Ports around the boundary:
Pins as bars across the die edge, other pins in grey.
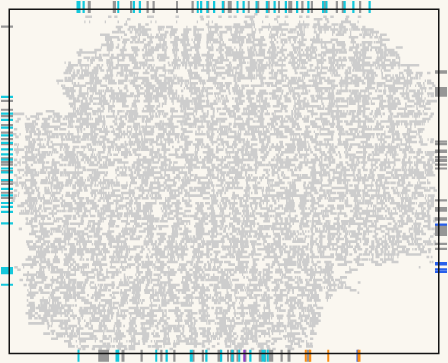
Metal 4:
Scale: 1 px per µm. Supply wires on this layer in grey.
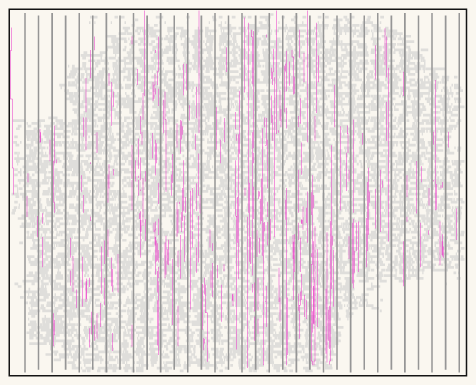
The metal 3 layer:
Scale: 1 px per µm.
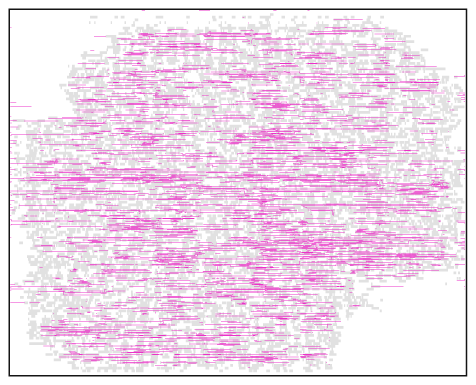
The clock network:
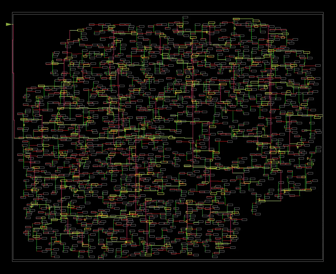
$ cat config.mk
export PLATFORM = sky130hd
export DESIGN_NAME = issue_queue
export DESIGN_NICKNAME = d
export VERILOG_FILES = /design/src/rtl/mips_core_pkg.sv /design/src/rtl/iq_select.sv /design/src/rtl/issue_queue.sv
export SDC_FILE = /design/constraint.sdc
export NUM_CORES = 2
export LEC_CHECK = 0
export CAP_MARGIN = 15
export CORE_ASPECT_RATIO = 0.8
export CORE_UTILIZATION = 45
export CTS_CLUSTER_SIZE = 20
export DETAILED_ROUTE_END_ITERATION = 10
export PLACE_DENSITY = 0.63
export SLEW_MARGIN = 10
export SYNTH_ARGS = -nofsm -noshare
export SYNTH_HDL_FRONTEND = slang
export SYNTH_SLANG_ARGS = --single-unit
$ cat constraint.sdc
create_clock -name clk -period 8.3 [get_ports clk]
set_clock_uncertainty 0.2 [all_clocks]
set_input_delay 0.83 -clock clk [delete_from_list [all_inputs] [get_ports clk]]
set_output_delay 0.83 -clock clk [all_outputs]
set_load 0.02 [all_outputs]
$ cat src/rtl/mips_core_pkg.sv
// Shared types for the out-of-order back end: physical register tags and
// the issue-queue entry record.
package mips_core_pkg;

    localparam int unsigned IQ_PREG_W    = 6;
    localparam int unsigned IQ_PAYLOAD_W = 64;

    typedef logic [IQ_PREG_W-1:0] PhysReg;

    typedef struct packed {
        logic                    valid;
        logic [IQ_PAYLOAD_W-1:0] payload;
        logic                    uses_rd;
        PhysReg                  rd_phys;
        logic                    uses_rs;
        PhysReg                  rs_phys;
        logic                    rs_rdy;
        logic                    uses_rt;
        PhysReg                  rt_phys;
        logic                    rt_rdy;
    } IqEntry;

endpackage

$ cat src/rtl/iq_select.sv
// Oldest-ready priority picker: reports the lowest-index set bit of ready.
module iq_select #(
    parameter int unsigned DEPTH = 16,
    parameter int unsigned IW    = 4
) (
    input  logic [DEPTH-1:0] ready,
    output logic             found,
    output logic [IW-1:0]    index
);

    always_comb begin
        found = 1'b0;
        index = '0;
        for (int unsigned i = 0; i < DEPTH; i++) begin
            if (ready[i] && !found) begin
                found = 1'b1;
                index = IW'(i);
            end
        end
    end

endmodule

$ cat src/rtl/issue_queue.sv
// Collapsing, age-ordered issue queue: slot 0 is oldest, sources wake on
// writeback tag broadcasts, the oldest fully-ready entry issues each cycle.
module issue_queue
    import mips_core_pkg::*;
#(
    parameter int unsigned DEPTH     = 16,
    parameter int unsigned PREG_W    = IQ_PREG_W,
    parameter int unsigned PAYLOAD_W = IQ_PAYLOAD_W
) (
    input  logic                         clk,
    input  logic                         rst,
    input  logic                         in_valid,
    output logic                         in_ready,
    input  logic [PAYLOAD_W-1:0]         in_payload,
    input  logic                         in_uses_rd,
    input  logic [PREG_W-1:0]            in_rd_phys,
    input  logic                         in_uses_rs,
    input  logic [PREG_W-1:0]            in_rs_phys,
    input  logic                         in_rs_rdy,
    input  logic                         in_uses_rt,
    input  logic [PREG_W-1:0]            in_rt_phys,
    input  logic                         in_rt_rdy,
    input  logic                         wb_valid,
    input  logic [PREG_W-1:0]            wb_phys,
    input  logic                         flush,
    output logic                         out_valid,
    input  logic                         out_ready,
    output logic [PAYLOAD_W-1:0]         out_payload,
    output logic                         out_uses_rd,
    output logic [PREG_W-1:0]            out_rd_phys,
    output logic [PREG_W-1:0]            out_rs_phys,
    output logic [PREG_W-1:0]            out_rt_phys,
    output logic [$clog2(DEPTH+1)-1:0]   count
);

    localparam int unsigned CW = $clog2(DEPTH + 1);
    localparam int unsigned IW = (DEPTH > 1) ? $clog2(DEPTH) : 1;

    IqEntry          entries      [DEPTH];
    IqEntry          entries_next [DEPTH];
    IqEntry          incoming;
    logic [DEPTH-1:0] ready;
    logic            found;
    logic [IW-1:0]   sel;
    logic            accept;
    logic            fire;
    logic [CW-1:0]   tail;
    logic [CW-1:0]   count_next;

    always_comb begin
        for (int unsigned i = 0; i < DEPTH; i++) begin
            ready[i] = entries[i].valid & entries[i].rs_rdy & entries[i].rt_rdy;
        end
    end

    iq_select #(
        .DEPTH (DEPTH),
        .IW    (IW)
    ) u_select (
        .ready (ready),
        .found (found),
        .index (sel)
    );

    assign out_valid = found & ~flush;
    assign in_ready  = (count < CW'(DEPTH)) & ~flush;
    assign accept    = in_valid & in_ready;
    assign fire      = out_valid & out_ready;
    assign tail      = fire ? count - CW'(1) : count;

    always_comb begin
        out_payload = '0;
        out_uses_rd = 1'b0;
        out_rd_phys = '0;
        out_rs_phys = '0;
        out_rt_phys = '0;
        if (found) begin
            out_payload = entries[sel].payload;
            out_uses_rd = entries[sel].uses_rd;
            out_rd_phys = entries[sel].rd_phys;
            out_rs_phys = entries[sel].rs_phys;
            out_rt_phys = entries[sel].rt_phys;
        end
    end

    // Unused sources count as ready; a matching broadcast this cycle bypasses into the new entry.
    always_comb begin
        incoming         = '0;
        incoming.valid   = 1'b1;
        incoming.payload = in_payload;
        incoming.uses_rd = in_uses_rd;
        incoming.rd_phys = in_rd_phys;
        incoming.uses_rs = in_uses_rs;
        incoming.rs_phys = in_rs_phys;
        incoming.rs_rdy  = ~in_uses_rs | in_rs_rdy | (wb_valid && wb_phys == in_rs_phys);
        incoming.uses_rt = in_uses_rt;
        incoming.rt_phys = in_rt_phys;
        incoming.rt_rdy  = ~in_uses_rt | in_rt_rdy | (wb_valid && wb_phys == in_rt_phys);
    end

    // Collapse first, then wake the survivors in their new slots, then insert at the tail.
    always_comb begin
        for (int unsigned i = 0; i < DEPTH - 1; i++) begin
            entries_next[i] = (fire && IW'(i) >= sel) ? entries[i + 1] : entries[i];
        end
        entries_next[DEPTH-1] = fire ? '0 : entries[DEPTH-1];
        for (int unsigned i = 0; i < DEPTH; i++) begin
            if (wb_valid && entries_next[i].valid) begin
                if (entries_next[i].uses_rs && entries_next[i].rs_phys == wb_phys)
                    entries_next[i].rs_rdy = 1'b1;
                if (entries_next[i].uses_rt && entries_next[i].rt_phys == wb_phys)
                    entries_next[i].rt_rdy = 1'b1;
            end
            if (accept && CW'(i) == tail)
                entries_next[i] = incoming;
        end
    end

    always_comb begin
        count_next = count;
        if (accept && !fire)
            count_next = count + CW'(1);
        else if (fire && !accept)
            count_next = count - CW'(1);
    end

    always_ff @(posedge clk) begin
        if (rst || flush) begin
            for (int unsigned i = 0; i < DEPTH; i++) entries[i] <= '0;
            count <= '0;
        end else begin
            entries <= entries_next;
            count   <= count_next;
        end
    end

endmodule

==> results.toml <==
# synthesis and place-and-route metrics
[outcome]
status = "finished clean"

[pwr]
p_int_mw = 11.1
power.group.top = "the clock network"
combPwrFrac = 0.042
cellLeakagePower_nw = 26.0
p_seq_mw = 6.83
p_sw_mw = 3.48

[cells_and_area]
areaGrowthSynthToFinish_pct = 9.68
buffers = 341
inv_count = 22
seq-cell-share = 0.348
clock_area_frac = 0.0627
dominant_cells = "combinational gates"
bufAreaShareNonClock = 0.0424
layout_top_cells = "1510 x nor2_1, 1413 x dfxtp_1, 1040 x nand2_1"
logic_gate_count = 6646
antenna_cells = 12
drive_above_1_share = 0.0544

[drt]
dr_wl_met3_mm = 35.9
wl_per_cell_um = 27.0
wirelength_mm = 293
vias = 73726
first_pass_iters = 7
via_per_inst = 6.79
wl_met2_mm = 124

[placement]
gp_congestion = 0.890
placed_area_um2 = 76100

[clock_tree]
cts_hold_buf = 0
tritoncts.num_buffers = 152
cts.path.max_buffers = 3
cts-root-buf = "clkbuf_16"

[floorplanning]
core_um2 = 163000
chipArea_um2 = 166000
fp-utilization = 0.455

[yosys]
aoi_share = 0.258
flop_cell = "dfxtp_1"
syn-num-nets = 9318
ys.flops = 1413
avgSynthCellArea_um2 = 8.04
yosys_warnings = 0
synth_adder_area_share = 0.000507
ys_cells = 9216
synth_chip_area_um2 = 74100
top_logic_kind = "AND-OR/OR-AND gates"
netlist_area_um2 = 74100

[global_routing]
grt_start_max_net_pins = 224
grtUsageMet3 = 0.0764
grt_use_met2 = 0.504
grt_pass1_wl_mm = 439
overflow = 0
antenna_found_initial = 21
globalRouteMet1Util = 0.468

[worst_hold_path]
min_from = "entries[1269]$_SDFFE_PP0P_"

[sta]
hold_viol_final = 0
finalCritPeriodShare = 0.904
layout_min_cycle_time_ns = 7.50
timing.hold.ws_ns = 0.272
clock.fmax_ghz = 0.133

[critical_path]
ff2ff_setup_slack_ns = 2.73
ff2ff_path_depth = 13
critical_path_class = "reg2out"
path_buffers = 3
critical-path-max-stage-delay_ns = 0.77
cp.required_ns = 7.27
crit_path_end_kind = "output pin"

[job]
cap_violations = 0
warning_count = 73
-- 'ports around the boundary' (at the start) --
Key: count = orange [pins 5, direction output, edge south]; wb_phys = blue [pins 6, direction input, edge 5 east, 1 south]; in_payload = cyan [pins 64, direction input, edge 25 north, 24 west, 15 south]; out_uses_rd = purple [pins 1, direction output, edge south]
Die Y: 365 µm
Port Buf Inserts: 188
Die X: 456 µm

-- 'metal 4' (at the start) --
149 nets have wire on it. The longest straight run is 190 µm. The layer holds 3.7% of the routed length. The wires run mostly vertical. The layer carries 10800 µm of wire.

-- 'the metal 3 layer' (at the start) --
The layer carries 35.9 mm of wire. The layer holds 12% of the routed length. The longest straight run is 194 µm.

-- 'the clock network' (at the start) --
clk ins delay skew pair: 0.82 ns
registers: 1413
CLK BUF: 242

